### config.mk
export PLATFORM = sky130hd
export DESIGN_NAME = jkff_cmd_arbiter
export DESIGN_NICKNAME = d
export VERILOG_FILES = /design/src/rtl/jkff_cmd_arbiter.sv
export SDC_FILE = /design/constraint.sdc
export NUM_CORES = 1
export LEC_CHECK = 0
export CAP_MARGIN = 0
export CORE_UTILIZATION = 45
export DETAILED_ROUTE_END_ITERATION = 8
export PLACE_DENSITY = 0.81
export SYNTH_ARGS = -nofsm -noshare
export SYNTH_HDL_FRONTEND = slang
export SYNTH_SLANG_ARGS = --single-unit
### constraint.sdc
create_clock -name clk -period 2.25 [get_ports clk]
set_clock_uncertainty 0.1 [all_clocks]
set_input_delay 0.5625 -clock clk [delete_from_list [all_inputs] [get_ports clk]]
set_output_delay 0.5625 -clock clk [all_outputs]
set_load 0.03 [all_outputs]
### src/rtl/jkff_cmd_arbiter.sv
// Round-robin arbiter that lets NREQ requesters share one bank of WIDTH external
// JK flip-flops: it drives j/k for one cycle, then checks the q readback.
module jkff_cmd_arbiter #(
  parameter int NREQ  = 4,
  parameter int WIDTH = 8
) (
  input  logic                     clk,
  input  logic                     rst_n,
  input  logic [NREQ-1:0]          req,
  input  logic [2*NREQ-1:0]        op,
  input  logic [WIDTH*NREQ-1:0]    mask,
  output logic [NREQ-1:0]          gnt,
  output logic [NREQ-1:0]          done,
  output logic                     err,
  output logic                     busy,
  output logic [WIDTH-1:0]         j,
  output logic [WIDTH-1:0]         k,
  input  logic [WIDTH-1:0]         q
);

  localparam int IW = (NREQ > 1) ? $clog2(NREQ) : 1;

  typedef enum logic [1:0] {IDLE, APPLY, CHECK, DONE} state_t;

  state_t            state_q, state_d;
  logic [IW-1:0]     rr_q, rr_d;
  logic [IW-1:0]     idx_q, idx_d;
  logic [1:0]        op_q, op_d;
  logic [WIDTH-1:0]  mask_q, mask_d;
  logic [WIDTH-1:0]  exp_q, exp_d;
  logic [NREQ-1:0]   gnt_q, gnt_d;
  logic [NREQ-1:0]   done_q, done_d;
  logic              err_q, err_d;
  logic              busy_q, busy_d;
  logic [WIDTH-1:0]  j_q, j_d;
  logic [WIDTH-1:0]  k_q, k_d;

  logic              found;
  logic [IW-1:0]     win;
  logic [1:0]        sel_op;
  logic [WIDTH-1:0]  sel_mask;
  int                cand;

  // Value the bank should hold after one JK edge with the given op on masked bits.
  function automatic logic [WIDTH-1:0] expect_val(input logic [1:0]       o,
                                                  input logic [WIDTH-1:0] m,
                                                  input logic [WIDTH-1:0] qv);
    case (o)
      2'b01:   expect_val = qv & ~m;
      2'b10:   expect_val = qv | m;
      2'b11:   expect_val = qv ^ m;
      default: expect_val = qv;
    endcase
  endfunction

  // First active request at or after the round-robin pointer, wrapping.
  always_comb begin
    found = 1'b0;
    win   = '0;
    cand  = 0;
    for (int off = 0; off < NREQ; off++) begin
      cand = (int'(rr_q) + off) % NREQ;
      if (!found && req[cand[IW-1:0]]) begin
        found = 1'b1;
        win   = cand[IW-1:0];
      end
    end
    sel_op   = op[2*win +: 2];
    sel_mask = mask[WIDTH*win +: WIDTH];
  end

  always_comb begin
    state_d = state_q;
    rr_d    = rr_q;
    idx_d   = idx_q;
    op_d    = op_q;
    mask_d  = mask_q;
    exp_d   = exp_q;
    gnt_d   = gnt_q;
    done_d  = '0;
    err_d   = 1'b0;
    j_d     = '0;
    k_d     = '0;
    case (state_q)
      IDLE: begin
        if (found) begin
          idx_d      = win;
          op_d       = sel_op;
          mask_d     = sel_mask;
          exp_d      = expect_val(sel_op, sel_mask, q);
          gnt_d      = '0;
          gnt_d[win] = 1'b1;
          j_d        = sel_mask & {WIDTH{sel_op[1]}};
          k_d        = sel_mask & {WIDTH{sel_op[0]}};
          state_d    = APPLY;
        end
      end
      APPLY: state_d = CHECK;
      CHECK: begin
        done_d[idx_q] = 1'b1;
        err_d         = (q != exp_q);
        gnt_d         = '0;
        rr_d          = (idx_q == IW'(NREQ - 1)) ? '0 : idx_q + 1'b1;
        state_d       = DONE;
      end
      DONE: state_d = IDLE;
      default: state_d = IDLE;
    endcase
    busy_d = (state_d != IDLE);
  end

  always_ff @(posedge clk or negedge rst_n) begin
    if (!rst_n) begin
      state_q <= IDLE;
      rr_q    <= '0;
      idx_q   <= '0;
      op_q    <= '0;
      mask_q  <= '0;
      exp_q   <= '0;
      gnt_q   <= '0;
      done_q  <= '0;
      err_q   <= 1'b0;
      busy_q  <= 1'b0;
      j_q     <= '0;
      k_q     <= '0;
    end else begin
      state_q <= state_d;
      rr_q    <= rr_d;
      idx_q   <= idx_d;
      op_q    <= op_d;
      mask_q  <= mask_d;
      exp_q   <= exp_d;
      gnt_q   <= gnt_d;
      done_q  <= done_d;
      err_q   <= err_d;
      busy_q  <= busy_d;
      j_q     <= j_d;
      k_q     <= k_d;
    end
  end

  assign gnt  = gnt_q;
  assign done = done_q;
  assign err  = err_q;
  assign busy = busy_q;
  assign j    = j_q;
  assign k    = k_q;

endmodule

==> run_1/metal_density.png <==
(4 px per um) 15 x 15 tiles, from white (low) to dark blue (high), scaled to the fullest tile. Values are wire area over tile area, all layers added.
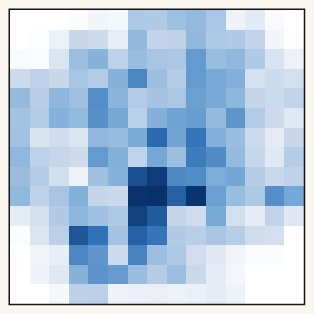
9.3% of the tiles are nearly empty. The emptiest ninth of the die: south-east. The densest ninth of the die: center. The mean over all tiles is 0.16.

==> run_1/congestion.png <==
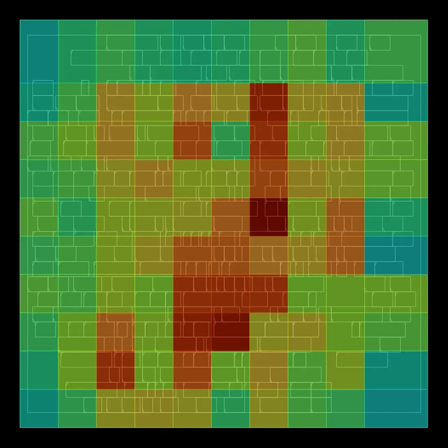
core utilization of the finished layout: 72.7%
met3 capacity usage during global routing: 3.98%
global-route met1 utilization: 27.3%
met2 track utilization from global routing: 36.0%

==> run_1/logic_types.png <==
(4 px per um)
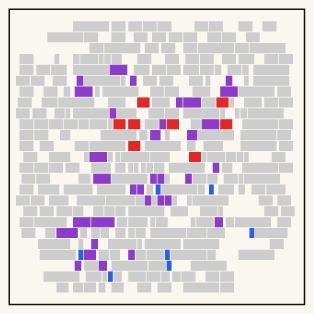
Key: purple = aoi and oai cells [cells 33]; red = xor and xnor cells [cells 8, where center]; blue = inv cells [cells 7]

==> run_1/clk_routes.png <==
(6 px per um)
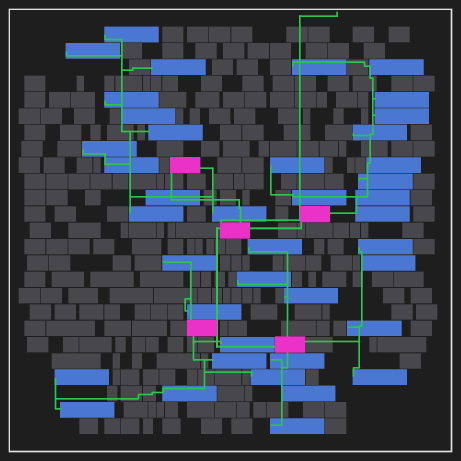
Key: magenta = clock drivers [count 5]; green = clock wires [length 463 um]; blue = flip-flops [count 40]
There are 6 routed clock nets.

==> out/results.tsv, run 1 <==
metric	value	unit
status	complete, no violations	
grt_remaining_overflow	0	
fp.dieArea	0.00539	mm^2
dpl.cell_count	370	
power.density	1180	mW/mm^2
routed_wire_length_per_instance	14.6	um
place_worst_setup_slack	-497	ps
ant_diodes	0	
ant_nets	0	
detailroute.via_count	1944	
post-route-worst-setup-slack	82.7	ps
net_count_after_synthesis	267	
post_layout_nonfiller_instances	379	
cts_made_buffers	5	
floorplan.core_util	47.7	%
setup-violations-final	0	
postSynthCellCount	206	
grt_pass1_vias	1930	
ff_type	dfrtp_1	
num_io_pins	80	
leakagePower	0.00154	uW
warnings	31	
std_cell_rows	25	
grt_pass1_wl	8750	um
setup_crit_start_kind	input port	
drt_iter0_drc	97	
dpl.hpwl	4230	um
clock-root-buffer	clkbuf_8	
coreArea	0.00482	mm^2
share_of_cells_above_drive_strength_1	22.8	%
die_h	73.5	um
critPathMaxFanout	12	
worstPathRequired	2320	ps
grt_start_max_net_pins	23	
seq_area_frac_synth	43.6	%
timing.final.max_slew_violations	0	
yosysChipArea	0.00230	mm^2
fraction_of_registers_with_async_set_or_reset_after_synthesis	100	%
tritoncts	done	
crit_path_time_final	2170	ps
critical_path_class	input port to flip-flop	
drt_pre_antenna_iters	4	
clkTransAtPathRegs	70	ps
post-layout-total-power	4120	uW
max_cap_violations	0	
longest_individual_stage_delay_on_the_worst_path	290	ps
transition_time_at_the_pin_with_the_least_slew_margin	423	ps
synth-edff-count	0	
cts_hold_buffers	0	
synth_area_per_cell	11.2	um^2
clock.latency.late_pin	290	ps
fin_nets	373	
grt_setup_unrepaired	no	
yosysUniqueCellTypes	38	
crit_chain	dlygate4sd2_1 -> mux2i_1 -> o22ai_2 -> nor2_8 -> buf_12 -> mux2i_4 -> mux2_2 -> nor3b_2 -> o31ai_2	
## run 1: cells in the mapped netlist, types with 2 or more instances
cell type	count	share of area, %
dfrtp_1	40	44
mux2i_1	29	13
nand2_1	17	2.8
nor2_1	13	2.1
a21oi_1	11	2.4
nor3_1	11	2.4
mux2_2	8	3.9
xor2_1	8	3.1
ha_1	7	3.8
inv_1	7	1.1
o21ai_0	7	1.5
nor3b_2	6	3.3
o31ai_2	6	3.3
and2_1	4	1.1
nor4_1	4	1.1
clkbuf_1	3	0.49
a21oi_2	2	0.76
buf_4	2	0.65
mux2_4	2	1.3
## run 1: critical path, delay by kind of cell
kind | cells | cell delay [ps]
AND-OR/OR-AND | 2 | 370
buffers and inverters | 2 | 440
multiplexers | 3 | 590
AND/OR/NAND/NOR | 2 | 270
## run 1: sequential cells by signal, indices dropped and copies added, names as in the netlist
signal,count
exp_q,8
j,8
idx_q,2
k,8
done,4
gnt,4
err,1
state_q,2
busy,1
rr_q,2
## run 1: layer usage
layer	vias to the layer above	global-route usage (%)	wire (um)	part of all wire, %
met2	73	36.0	2800	51
met1	919	27.3	2370	43
met3	9	3.98	267	4.8
met4	0	8.12	99	1.8
met5	-	0	0	0
li1	943	-	-	-
## run 1: logic make-up after synthesis
group	Yosys count	share of synthesized area, %
buffers and inverters	14	3.38
adders and majority gates	7	3.81
and+or+nand+nor	63	16.1
xor gates and xnor gates	8	3.05
DFF	40	43.6
AOI/OAI and AO/OA	34	11.3
muxes	40	18.8
## run 1: path summary, 6_finish.rpt
kind | startpoint | to | slack (ps) | depth (start not counted)
setup / recovery | req[0] | exp_q[1]$_DFFE_PN0P_ | 80 | 9
hold / removal | rst_n | rr_q[1]$_DFFE_PN0P_ | 90 | 1
setup reg to reg | rr_q[1]$_DFFE_PN0P_ | exp_q[1]$_DFFE_PN0P_ | 140 | 8
hold reg to reg | exp_q[0]$_DFFE_PN0P_ | exp_q[0]$_DFFE_PN0P_ | 410 | 2
max in group asynchronous | rst_n | k[5]$_DFF_PN0_ | 1420 | 2
min in group clk | exp_q[0]$_DFFE_PN0P_ | exp_q[0]$_DFFE_PN0P_ | 410 | 2
## run 1: stage by stage
step	hold slack, ps	util, %	setup TNS [ps]	area [um^2]
5_1_grt	109	72.7	0	3500
2_1_floorplan	167	-	0	2300
3_3_place_gp	381	69.4	-9430	3340
3_5_place_dp	392	69.4	-11230	3340
6_report	87.6	72.7	0	3500
4_1_cts	102	71.9	0	3470
## run 1: power by group
part / internal (uW) / switching (uW) / leakage (uW)
combinational: 1240 / 1310 / 0.000978
clock: 211 / 234 / 0.0000410
sequential: 985 / 151 / 0.000520
total: 2430 / 1690 / 0.00154
## run 1: repair_timing
item                                    in CTS  in global routing
pin swaps                                    3                  2
endpoints found under the setup margin      24                  5
buffers inserted                             1                  1
hold endpoints to repair                     0                  0
resized                                     10                  3
## run 1: area by class of cell
cell class	count	area (um^2)
inverter	7	26.3
timing repair buffer	106	1050
sequential	40	1000
multi-input combinational	152	1260
clock buffer	6	72.6
clock inverter	1	5.00
tap	67	83.8
fill	389	1320
==> run_1/io_fan.png <==
(6 px per um)
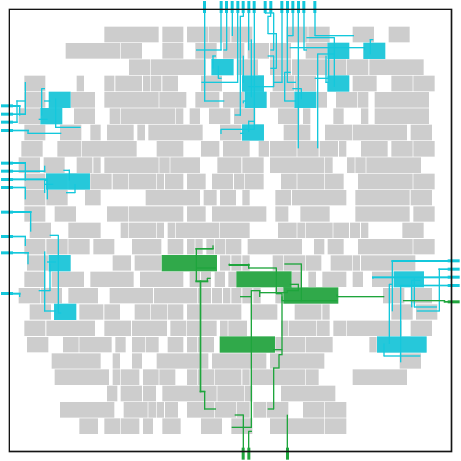

--- run 2 (diff from run 1) ---
--- a/config.mk
+++ b/config.mk
@@ -5,7 +5,7 @@
 export SDC_FILE = /design/constraint.sdc
 export NUM_CORES = 1
 export LEC_CHECK = 0
-export CAP_MARGIN = 0
+export CORE_MARGIN = 5
 export CORE_UTILIZATION = 45
 export DETAILED_ROUTE_END_ITERATION = 8
 export PLACE_DENSITY = 0.81
==> run_2/io_fan.png <==
(6 px per um)
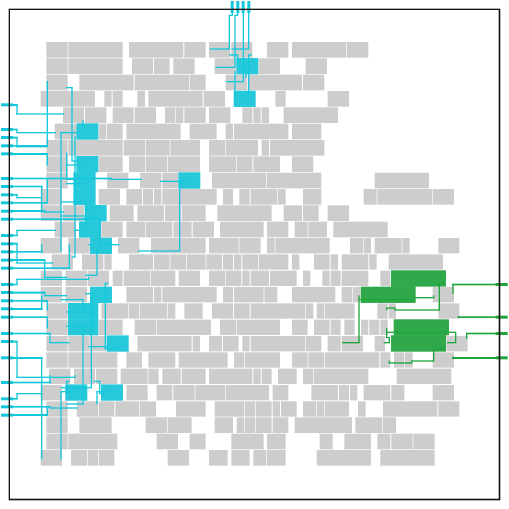
Key: green = `gnt` [bits 4, direction output, edge east, end cells 4, buffers 4, wire 97.1 um]; cyan = `mask` [bits 32, direction input, edge 28 west, 4 north, end cells 16, buffers 32, wire 571 um]

==> out/results.tsv, run 2 <==
metric	value	unit	change
finalCoreUtilization	72.0	%	-0.72 points
place.gp.congestion	0.832		
fin_area	0.00363	mm^2	+3.6%
critPathMaxFanout	9		-3
warnings	31		unchanged
setup-violations-final	0		unchanged
fin_nets	387		+3.8%
viasPerCell	5.05		
yosys.cell_count.top_type	dfrtp_1		
drt_pre_antenna_iters	4		unchanged
ant_nets	0		unchanged
cts.htree.levels	2		
fin_crit_sh	97.3	%	
synth.ff_latch_count	40		
transition_time_at_the_pin_with_the_least_slew_margin	524	ps	+100 ps
leakagePower	0.00159	uW	+3.5%
ff_type	dfrtp_1		
fraction_of_registers_with_async_set_or_reset_after_synthesis	100	%	unchanged
grt_pass1_vias	2052		+6.3%
input_output_buffers	79		
postSynthCellCount	206		unchanged
critical_path_class	input port to flip-flop		
net_count_after_synthesis	267		unchanged
timing.final.max_slew_violations	0		unchanged
wirelength	6170	um	
drt_iter0_drc	82		-15%
clock.latency.late_pin	290	ps	about the same
synth_area_per_cell	11.2	um^2	unchanged
max_cap_violations	0		unchanged
crit_path_time_final	2190	ps	+20.9 ps
floorplan.core_util	45.6	%	-2.1 points
yosys-top-cells-count	40 x dfrtp_1, 29 x mux2i_1, 17 x nand2_1		
grt_pass1_wl	9600	um	+9.7%
clockBufferDepth	2		
clock-root-buffer	clkbuf_8		
yosysChipArea	0.00230	mm^2	unchanged
power.density	1180	mW/mm^2	about the same
grt_remaining_overflow	0		unchanged
worstPathRequired	2350	ps	+30 ps
synth-cells-yosys	206		
num_io_pins	80		unchanged
path_depth_of_the_worst_reg2reg_path	8		unchanged
fp.dieArea	0.00663	mm^2	+23%
fin_worst_hold_slack	225	ps	+137 ps
dpl.hpwl	4400	um	+4.1%
clock.fmax	457	MHz	
synth-edff-count	0		unchanged
die_h	81.5	um	+11%
setup_crit_start_kind	input port		
routed_wire_length_per_instance	15.6	um	+6.6%
cts_hold_buffers	0		unchanged
slew_headroom	65.1	%	
yosysUniqueCellTypes	38		unchanged
clock_sinks	40		
placed_area	0.00336	mm^2	+0.64%
top_cells_by_area	dfrtp_1 44%, mux2i_1 13%, mux2_2 3.9%		
post-layout-total-power	4280	uW	+3.7%
ant_diodes	0		unchanged
critical_path_arrival	2290	ps	
synthDominantCellAreaShare	43.6	%	unchanged
largest_voltage_drop_on_the_vdd_net	0.610	mV	
synthDominantAreaCellType	dfrtp_1		
antenna_violations_before_repair	0		
route.top_layer_used	met4		
status	complete, no violations		
tritoncts	done		
cts_made_buffers	5		unchanged
finalHoldViolCount	0		
dieWidth	81.5	um	
drc	0		
seq_area_frac_synth	43.6	%	unchanged
coreArea	0.00504	mm^2	+4.7%
syn_to_final_growth	58.0	%	
timing.setup.tns	0	ps	unchanged
met3_length	399	um	+49%
layout_top_cell_excl_fill_tap	clkdlybuf4s50_1		
grt_start_max_net_pins	41		+78%
grt.total_usage	19.0	%	
clkTransAtPathRegs	70	ps	about the same
routedLengthMet1	2490	um	+4.8%
share_of_cells_above_drive_strength_1	27.9	%	+5.2 points
detailroute.via_count	1998		+2.8%
wl_met2	3130	um	+12%
std_cell_rows	26		+4.0%
run 2: metrics by stage:
stage / setup WS (ps) / std cells
after detailed placement: -544 / 377
after global routing: -12.8 / 396
final: 61.8 / 396
after floorplan: 101 / 206
after CTS: 62.5 / 392
after global placement: -486 / 377
run 2: cell families (layout without fill, tap and decap cells):
logic type | count (synthesis) | count (layout) | synth area share, %
simple gates | 63 | 65 | 16.1
compound gates | 34 | 34 | 11.3
buf+inv | 14 | 131 | 3.38
flops | 40 | 40 | 43.6
mux | 40 | 41 | 18.8
fa+ha+maj | 7 | 7 | 3.81
xor+xnor | 8 | 8 | 3.05
run 2: path summary, 6_finish.rpt:
path                                      from                    to  slack [ps]
max                                     req[0]  exp_q[6]$_DFFE_PN0P_          60
min                                      rst_n     done[3]$_DFF_PN0_         220
max reg2reg                rr_q[1]$_DFFE_PN0P_  exp_q[4]$_DFFE_PN0P_         130
min reg2reg                 gnt[3]$_DFFE_PN0P_    gnt[3]$_DFFE_PN0P_         400
max in group asynchronous                rst_n   rr_q[1]$_DFFE_PN0P_        1450
min in group clk            gnt[3]$_DFFE_PN0P_    gnt[3]$_DFFE_PN0P_         400
run 2: worst max-delay path: stages:
cell and delay, ps:
dlygate4sd2_1 260, buf_4 150, a21oi_2 120, a2bb2oi_2 180, buf_6 180, buf_12 140, mux2i_1 80, mux2_4 300
nand2b_4 150, a211oi_2 170
run 2: area by class of cell:
cell class / count / area, um^2
clock inverters: 1 / 5.00
clock buffers: 6 / 72.6
flip-flops and latches: 40 / 1000
fillers: 341 / 1410
inverters: 7 / 26.3
well taps: 70 / 87.6
repair buffers: 117 / 1110
multi-input cells: 155 / 1330
run 2: where the power goes:
| group | leakage [uW] | total [uW] | switching (uW) | internal (uW) |
|---|---|---|---|---|
| logic | 0.00103 | 2690 | 1380 | 1310 |
| registers | 0.000519 | 1140 | 154 | 987 |
| clock network | 0.0000410 | 446 | 235 | 211 |
run 2: layer usage:
metal	global-route usage [%]	vias to the layer above
li1	-	975
met1	22.8	947
met2	33.3	65
met3	4.82	11
met4	5.57	0
met5	0	-
run 2: repair_timing:
action / CTS / global route
setup buffers: 6 / 3
endpoints found under the setup margin: 24 / 10
gates resized: 9 / 12
gates cloned: 2 / 1
pin swaps: 5 / 3
==> run_2/congestion.png <==
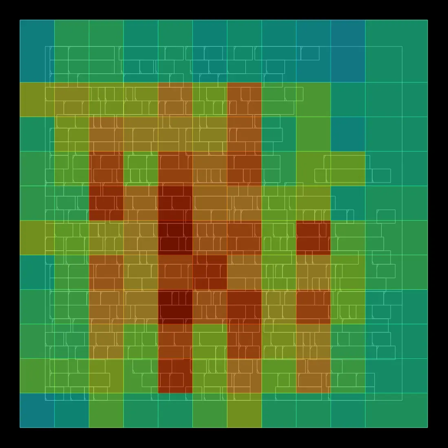

--- run 3 (diff from run 2) ---
--- a/config.mk
+++ b/config.mk
@@ -5,7 +5,6 @@
 export SDC_FILE = /design/constraint.sdc
 export NUM_CORES = 1
 export LEC_CHECK = 0
-export CORE_MARGIN = 5
 export CORE_UTILIZATION = 45
 export DETAILED_ROUTE_END_ITERATION = 8
 export PLACE_DENSITY = 0.81
==> run_3/congestion.png <==
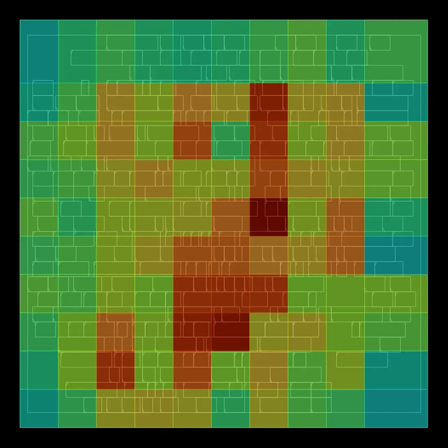
Most Crowded Layer GR: met2
combined global-route utilization of all metal layers: 21.4%
average wire per standard cell: 14.6 um

==> out/results.tsv, run 3 <==
metric	value	unit	change
share_of_cells_above_drive_strength_1	22.8	%	-5.2 points
crit_path_time_final	2170	ps	-20.9 ps
power.density	1180	mW/mm^2	about the same
dieWidth	73.5	um	-9.8%
net_count_after_synthesis	267		unchanged
status	complete, no violations		
setup_crit_start_kind	input port		
post-layout-total-power	4120	uW	-3.6%
critPathMaxFanout	12		+3
top_cells_by_area	dfrtp_1 44%, mux2i_1 13%, mux2_2 3.9%		
clock-root-buffer	clkbuf_8		
fin_worst_hold_slack	87.6	ps	-137 ps
grt_start_max_net_pins	23		-44%
syn_to_final_growth	52.5	%	
coreArea	0.00482	mm^2	-4.5%
clock.latency.late_pin	290	ps	about the same
cts_hold_buffers	0		unchanged
p_sw_share	41.0	%	-0.22 points
fin_crit_sh	96.3	%	-0.93 points
placed_area	0.00334	mm^2	-0.63%
switching_pwr	1690	uW	-4.1%
largest_voltage_drop_on_the_vdd_net	0.684	mV	+12%
synthDominantCellAreaShare	43.6	%	unchanged
clk_network_pwr_share	10.8	%	+0.4 points
grt_remaining_overflow	0		unchanged
path_depth_of_the_worst_reg2reg_path	8		unchanged
wirelength	5540	um	-10%
antenna_violations_before_repair	0		unchanged
synth-edff-count	0		unchanged
power.combinational.fraction	61.7	%	-1.2 points
clockBufferDepth	2		unchanged
yosysChipArea	0.00230	mm^2	unchanged
crit_buf_inv	2		-2
input_output_buffers	79		unchanged
seq_area_frac_synth	43.6	%	unchanged
fin_area	0.00350	mm^2	-3.5%
synth.ff_latch_count	40		unchanged
std_cell_rows	25		-3.8%
synth-cells-yosys	206		unchanged
transition_time_at_the_pin_with_the_least_slew_margin	423	ps	-100 ps
drt_pre_antenna_iters	4		unchanged
postSynthCellCount	206		unchanged
-- run 3: stage by stage --
step	setup slack, ps	TNS, ps	instances
floorplan	101	0	206
global placement	-408	-9430	370
detailed placement	-497	-11230	370
CTS	44.1	0	378
global route	3.12	0	379
finish	82.7	0	379
-- run 3: cell families (layout without fill, tap and decap cells) --
logic type / Yosys count / in the layout / share of synthesized area [%]
flops: 40 / 40 / 43.6
xor+xnor: 8 / 8 / 3.05
mux: 40 / 40 / 18.8
compound gates: 34 / 34 / 11.3
simple gates: 63 / 63 / 16.1
fa+ha+maj: 7 / 7 / 3.81
buf+inv: 14 / 120 / 3.38
-- run 3: layer usage --
metal  part of all wire (%)  up-vias  track usage (%)
met5                      0        -                0
met4                    1.8        0             8.12
met3                    4.8        9             3.98
met2                     51       73             36.0
met1                     43      919             27.3
li1                       -      943                -
-- run 3: how the worst max path moves through the flow --
stage | from | endpoint | slack, ps | depth (start not counted)
final | req[0] | exp_q[1]$_DFFE_PN0P_ | 80 | 9
after global placement | req[2] | exp_q[0]$_DFFE_PN0P_ | -410 | 9
after CTS | req[2] | exp_q[1]$_DFFE_PN0P_ | 40 | 9
after floorplan | req[2] | exp_q[5]$_DFFE_PN0P_ | 100 | 7
after global routing | req[2] | k[1]$_DFF_PN0_ | 3 | 9
after detailed placement | req[0] | exp_q[1]$_DFFE_PN0P_ | -500 | 9
-- run 3: cell type report --
| cell class | instances | area (um^2) | area share, % |
|---|---|---|---|
| sequential | 40 | 1000 | 28.6 |
| clock inverter | 1 | 5.00 | 0.143 |
| tap | 67 | 83.8 | 2.39 |
| clock buffer | 6 | 72.6 | 2.07 |
| multi-input combinational | 152 | 1260 | 36.1 |
| inverter | 7 | 26.3 | 0.750 |
| timing repair buffer | 106 | 1050 | 30.0 |
-- run 3: power by group through the flow --
stage / logic, uW / registers [uW] / clock network (uW)
after floorplan: 1280 / 1390 / 0
after global placement: 2360 / 1130 / 0
after detailed placement: 2410 / 1150 / 0
after CTS: 2500 / 1130 / 451
after global routing: 2730 / 1160 / 477
final: 2540 / 1140 / 445
-- run 3: repair_timing --
action | 4_1_cts | 5_1_grt
setup buffers | 1 | 1
gates resized | 10 | 3
cloned | 0 | 0
pin swaps | 3 | 2
endpoints found under the setup margin | 24 | 5
Power figures rest on the tool's default switching activity, not on a simulated workload.
